$ cat src/rtl/demorgan_pkg.sv
// Shared types, widths and the reference model for the NAND sweep controller.
package demorgan_pkg;

    localparam int VEC_W    = 2;
    localparam int ERR_W    = 8;
    localparam int ERR_MAX  = 255;
    localparam int SETTLE_W = 4;
    localparam int PASS_W   = 8;

    typedef enum logic [2:0] {
        S_IDLE   = 3'd0,
        S_APPLY  = 3'd1,
        S_SETTLE = 3'd2,
        S_CHECK  = 3'd3,
        S_DONE   = 3'd4
    } sweep_state_t;

    // De Morgan equivalent of the gate under test: ~(a&b) == ~a | ~b
    function automatic logic demorgan_ref(input logic a, input logic b);
        return ~a | ~b;
    endfunction

endpackage

$ cat src/rtl/demorgan_sweep_ctrl_if.sv
// Board-side bundle between the sweep controller, the gate and the status LEDs.
interface demorgan_sweep_ctrl_if;
    import demorgan_pkg::*;

    logic                 start;
    logic                 e_i;
    logic                 a_o;
    logic                 b_o;
    logic                 vec_valid;
    logic                 busy;
    logic                 done;
    logic                 pass;
    logic [ERR_W-1:0]     err_cnt;
    logic                 first_fail_valid;
    logic [VEC_W-1:0]     first_fail_vec;

    // Board side: start button and gate output in, status out
    modport master (
        output start,
        output e_i,
        input  a_o,
        input  b_o,
        input  vec_valid,
        input  busy,
        input  done,
        input  pass,
        input  err_cnt,
        input  first_fail_valid,
        input  first_fail_vec
    );

    // Controller side
    modport slave (
        input  start,
        input  e_i,
        output a_o,
        output b_o,
        output vec_valid,
        output busy,
        output done,
        output pass,
        output err_cnt,
        output first_fail_valid,
        output first_fail_vec
    );

endinterface

$ cat src/rtl/demorgan_sweep_ctrl.sv
// Sweep controller: drives all four {a,b} vectors onto the gate, waits a
// settle time, compares the gate output to ~a|~b and accumulates results.
//
// state  | meaning
// IDLE   | waiting for start, results held
// APPLY  | vector on a_o/b_o, settle timer loaded
// SETTLE | timer counting down, inputs stable
// CHECK  | e_i compared, next vector / pass / finish chosen
// DONE   | one-cycle done pulse, pass flag final
module demorgan_sweep_ctrl
    import demorgan_pkg::*;
#(
    parameter int unsigned SETTLE_CYC = 1,
    parameter int unsigned PASSES     = 1
) (
    input  logic               clk,
    input  logic               rst_n,
    demorgan_sweep_ctrl_if.slave bus
);

    sweep_state_t          r_state;
    logic [VEC_W-1:0]      r_vec;
    logic [PASS_W-1:0]     r_pass_idx;
    logic [SETTLE_W-1:0]   r_settle;
    logic                  r_vec_valid;
    logic                  r_busy;
    logic                  r_done;
    logic                  r_pass;
    logic [ERR_W-1:0]      r_err;
    logic                  r_ff_valid;
    logic [VEC_W-1:0]      r_ff_vec;

    logic                  w_mismatch;
    logic [ERR_W-1:0]      w_err_next;
    logic                  w_last_vec;
    logic                  w_last_pass;

    // Compare the gate output against the De Morgan form of the held vector
    always_comb begin
        w_mismatch  = (bus.e_i != demorgan_ref(r_vec[1], r_vec[0]));
        w_err_next  = r_err;
        if (w_mismatch && (r_err != ERR_W'(ERR_MAX))) begin
            w_err_next = r_err + 1'b1;
        end
        w_last_vec  = (r_vec == VEC_W'(3));
        w_last_pass = (r_pass_idx >= PASS_W'(PASSES - 1));
    end

    // Sequencing FSM; the vector register doubles as a_o/b_o so the vector is
    // already on the pins during the APPLY cycle
    always_ff @(posedge clk) begin
        if (!rst_n) begin
            r_state     <= S_IDLE;
            r_vec       <= '0;
            r_pass_idx  <= '0;
            r_settle    <= '0;
            r_vec_valid <= 1'b0;
            r_busy      <= 1'b0;
            r_done      <= 1'b0;
            r_pass      <= 1'b0;
            r_err       <= '0;
            r_ff_valid  <= 1'b0;
            r_ff_vec    <= '0;
        end else begin
            case (r_state)
                S_IDLE: begin
                    if (bus.start) begin
                        r_err       <= '0;
                        r_ff_valid  <= 1'b0;
                        r_ff_vec    <= '0;
                        r_pass      <= 1'b0;
                        r_vec       <= '0;
                        r_pass_idx  <= '0;
                        r_vec_valid <= 1'b1;
                        r_busy      <= 1'b1;
                        r_state     <= S_APPLY;
                    end
                end
                S_APPLY: begin
                    r_settle <= SETTLE_W'(SETTLE_CYC);
                    r_state  <= S_SETTLE;
                end
                S_SETTLE: begin
                    if (r_settle <= SETTLE_W'(1)) begin
                        r_state <= S_CHECK;
                    end else begin
                        r_settle <= r_settle - 1'b1;
                    end
                end
                S_CHECK: begin
                    r_err <= w_err_next;
                    if (w_mismatch && !r_ff_valid) begin
                        r_ff_valid <= 1'b1;
                        r_ff_vec   <= r_vec;
                    end
                    if (!w_last_vec) begin
                        r_vec   <= r_vec + 1'b1;
                        r_state <= S_APPLY;
                    end else if (!w_last_pass) begin
                        r_vec      <= '0;
                        r_pass_idx <= r_pass_idx + 1'b1;
                        r_state    <= S_APPLY;
                    end else begin
                        r_vec_valid <= 1'b0;
                        r_done      <= 1'b1;
                        r_pass      <= (w_err_next == '0);
                        r_state     <= S_DONE;
                    end
                end
                S_DONE: begin
                    r_done  <= 1'b0;
                    r_busy  <= 1'b0;
                    r_state <= S_IDLE;
                end
                default: begin
                    r_state <= S_IDLE;
                end
            endcase
        end
    end

    assign bus.a_o              = r_vec[1];
    assign bus.b_o              = r_vec[0];
    assign bus.vec_valid        = r_vec_valid;
    assign bus.busy             = r_busy;
    assign bus.done             = r_done;
    assign bus.pass             = r_pass;
    assign bus.err_cnt          = r_err;
    assign bus.first_fail_valid = r_ff_valid;
    assign bus.first_fail_vec   = r_ff_vec;

endmodule

$ cat src/flat_wrapper.sv
// flat-port wrapper written by rule: the top's interface ports become plain ports
module demorgan_sweep_ctrl_flat import demorgan_pkg::*;
#(
    parameter int unsigned SETTLE_CYC = 1,
    parameter int unsigned PASSES     = 1
)
  (clk, rst_n, bus_start, bus_e_i, bus_a_o, bus_b_o, bus_vec_valid, bus_busy, bus_done, bus_pass, bus_err_cnt, bus_first_fail_valid, bus_first_fail_vec);
  demorgan_sweep_ctrl_if bus_i ();
  input  logic clk;
  input  logic rst_n;
  input wire logic [$bits(bus_i.start)-1:0] bus_start;
  input wire logic [$bits(bus_i.e_i)-1:0] bus_e_i;
  output wire logic [$bits(bus_i.a_o)-1:0] bus_a_o;
  output wire logic [$bits(bus_i.b_o)-1:0] bus_b_o;
  output wire logic [$bits(bus_i.vec_valid)-1:0] bus_vec_valid;
  output wire logic [$bits(bus_i.busy)-1:0] bus_busy;
  output wire logic [$bits(bus_i.done)-1:0] bus_done;
  output wire logic [$bits(bus_i.pass)-1:0] bus_pass;
  output wire logic [$bits(bus_i.err_cnt)-1:0] bus_err_cnt;
  output wire logic [$bits(bus_i.first_fail_valid)-1:0] bus_first_fail_valid;
  output wire logic [$bits(bus_i.first_fail_vec)-1:0] bus_first_fail_vec;
  assign bus_i.start = bus_start;
  assign bus_i.e_i = bus_e_i;
  assign bus_a_o = bus_i.a_o;
  assign bus_b_o = bus_i.b_o;
  assign bus_vec_valid = bus_i.vec_valid;
  assign bus_busy = bus_i.busy;
  assign bus_done = bus_i.done;
  assign bus_pass = bus_i.pass;
  assign bus_err_cnt = bus_i.err_cnt;
  assign bus_first_fail_valid = bus_i.first_fail_valid;
  assign bus_first_fail_vec = bus_i.first_fail_vec;
  demorgan_sweep_ctrl #(.SETTLE_CYC(SETTLE_CYC), .PASSES(PASSES)) u_core (.clk(clk), .rst_n(rst_n), .bus(bus_i));
endmodule
$ cat config.mk
export PLATFORM = sky130hd
export DESIGN_NAME = demorgan_sweep_ctrl_flat
export DESIGN_NICKNAME = d
export VERILOG_FILES = /design/src/rtl/demorgan_pkg.sv /design/src/rtl/demorgan_sweep_ctrl_if.sv /design/src/rtl/demorgan_sweep_ctrl.sv /design/src/flat_wrapper.sv
export SDC_FILE = /design/constraint.sdc
export NUM_CORES = 1
export LEC_CHECK = 0
export ABC_AREA = 1
export CAP_MARGIN = 20
export CELL_PAD_IN_SITES_DETAIL_PLACEMENT = 1
export CELL_PAD_IN_SITES_GLOBAL_PLACEMENT = 1
export CORE_AREA = 5 5 69 71
export DETAILED_ROUTE_END_ITERATION = 10
export DIE_AREA = 0 0 74 76
export PLACE_DENSITY = 0.78
export REMOVE_ABC_BUFFERS = 1
export SKIP_LAST_GASP = 1
export SYNTH_ARGS = -nofsm -noshare
export SYNTH_HDL_FRONTEND = slang
export SYNTH_SLANG_ARGS = --single-unit
$ cat constraint.sdc
create_clock -name clk -period 1.52 [get_ports clk]
set_clock_uncertainty 0.2 [all_clocks]
set_input_delay 0.38 -clock clk [delete_from_list [all_inputs] [get_ports clk]]
set_output_delay 0.38 -clock clk [all_outputs]
set_load 0.01 [all_outputs]
==> metrics.yaml <==
synth:
  async_reset_ff_share_pct: 0
  syn_inst: 188
  yosysWarnings: 0
  ys_cells: 188
  seq_area_frac_synth_pct: 36.8
worst_setup_path:
  crit_path_start: "u_core.bus.err_cnt[0]"
  cpMostUsedCell: "nand2_1"
  slowest_stage: "dfxtp_2"
  crit_buf_inv: 0
  reg2reg_to: "u_core.bus.pass"
  r2r_start: "u_core.bus.err_cnt[0]"
floorplan:
  fp_util_pct: 31.3
  row_count: 24
run_status:
  violations: "setup timing"
  status: "complete, but fails checks"
power:
  clockPowerShare_pct: 26.8
  pg_clk_mw: 0.466
  cell_internal_pwr_mw: 1.16
  powerDensity_nw_per_um2: 756
sta:
  finalSetupViolCount: 21
  worst_slack_ns: -0.258
  fmax_ghz: 0.563
  drv_slew: 0
placed_design:
  gp_congestion: 0.875
  hpwl_um: 3070
detailed_routing:
  highest_layer: "met4"
  drt-met1-wl_um: 2120
  route.met3.wl_um: 154
clock_network:
  htreeDepth: 1
layout:
  comb_area_share_pct: 43.4
  logic_area_um2: 998
  lay_top_count: "buf_4"
hold_path:
  hold_path_class: "register to register"
  holdPathEnd: "u_core.bus.first_fail_vec[1]"
grt:
  grt_pass1_vias: 1716
  grt-ovfl-total: 0
Fig. 1: ports around the boundary
Pins as bars across the die edge, other pins in grey.
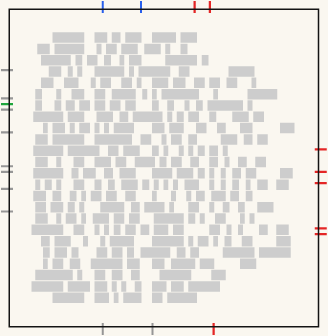
[red] bus_err_cnt | pins: 8 | direction: output | edge: 5 right, 2 top, 1 bottom
[blue] bus_first_fail_vec | pins: 2 | direction: output | edge: top
[green] bus_a_o | pins: 1 | direction: output | edge: left
die y size: 76 um
# port buffers: 20

Fig. 2: sequential cells coloured by netlist name
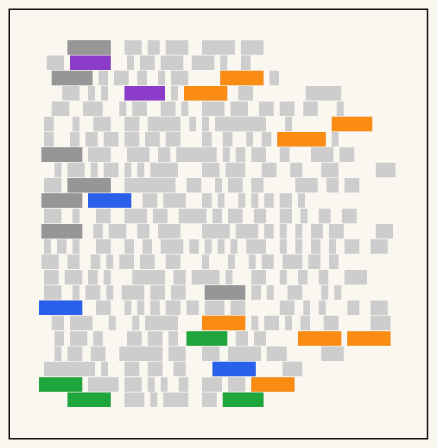
[purple] u_core.bus.first_fail_vec | sequential cells: 2
[orange] u_core.bus.err_cnt | sequential cells: 8
[blue] u_core.r_state | sequential cells: 3
[green] u_core.r_settle | sequential cells: 4
register area: 500 um^2
Seq group: 0.710 mW

Fig. 3: wiring by layer
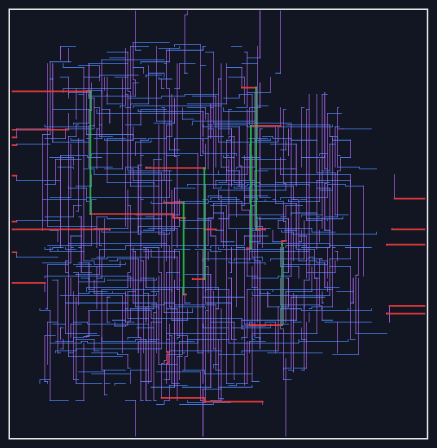
[red] metal 3 | wire length: 155 um
[blue] metal 1 | wire length: 2,120 um
[purple] metal 2 | wire length: 2,760 um
[green] metal 4 | wire length: 119 um
total track usage: 17.5%
Post-Route WL: 5150 um
Avg WL per Cell: 16.4 um
DR vias: 1,548

Fig. 4: clock wiring as the flow saved it
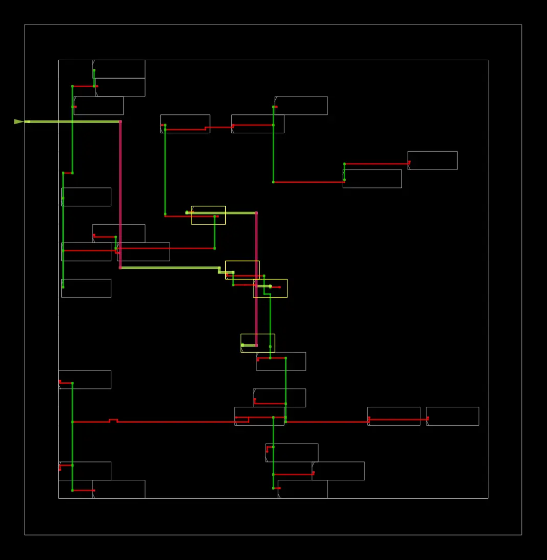
clk_lat worst skew: 0.28 ns
CTS Sinks: 24
Flops: 24

Power is estimated from default activity; no workload was simulated.
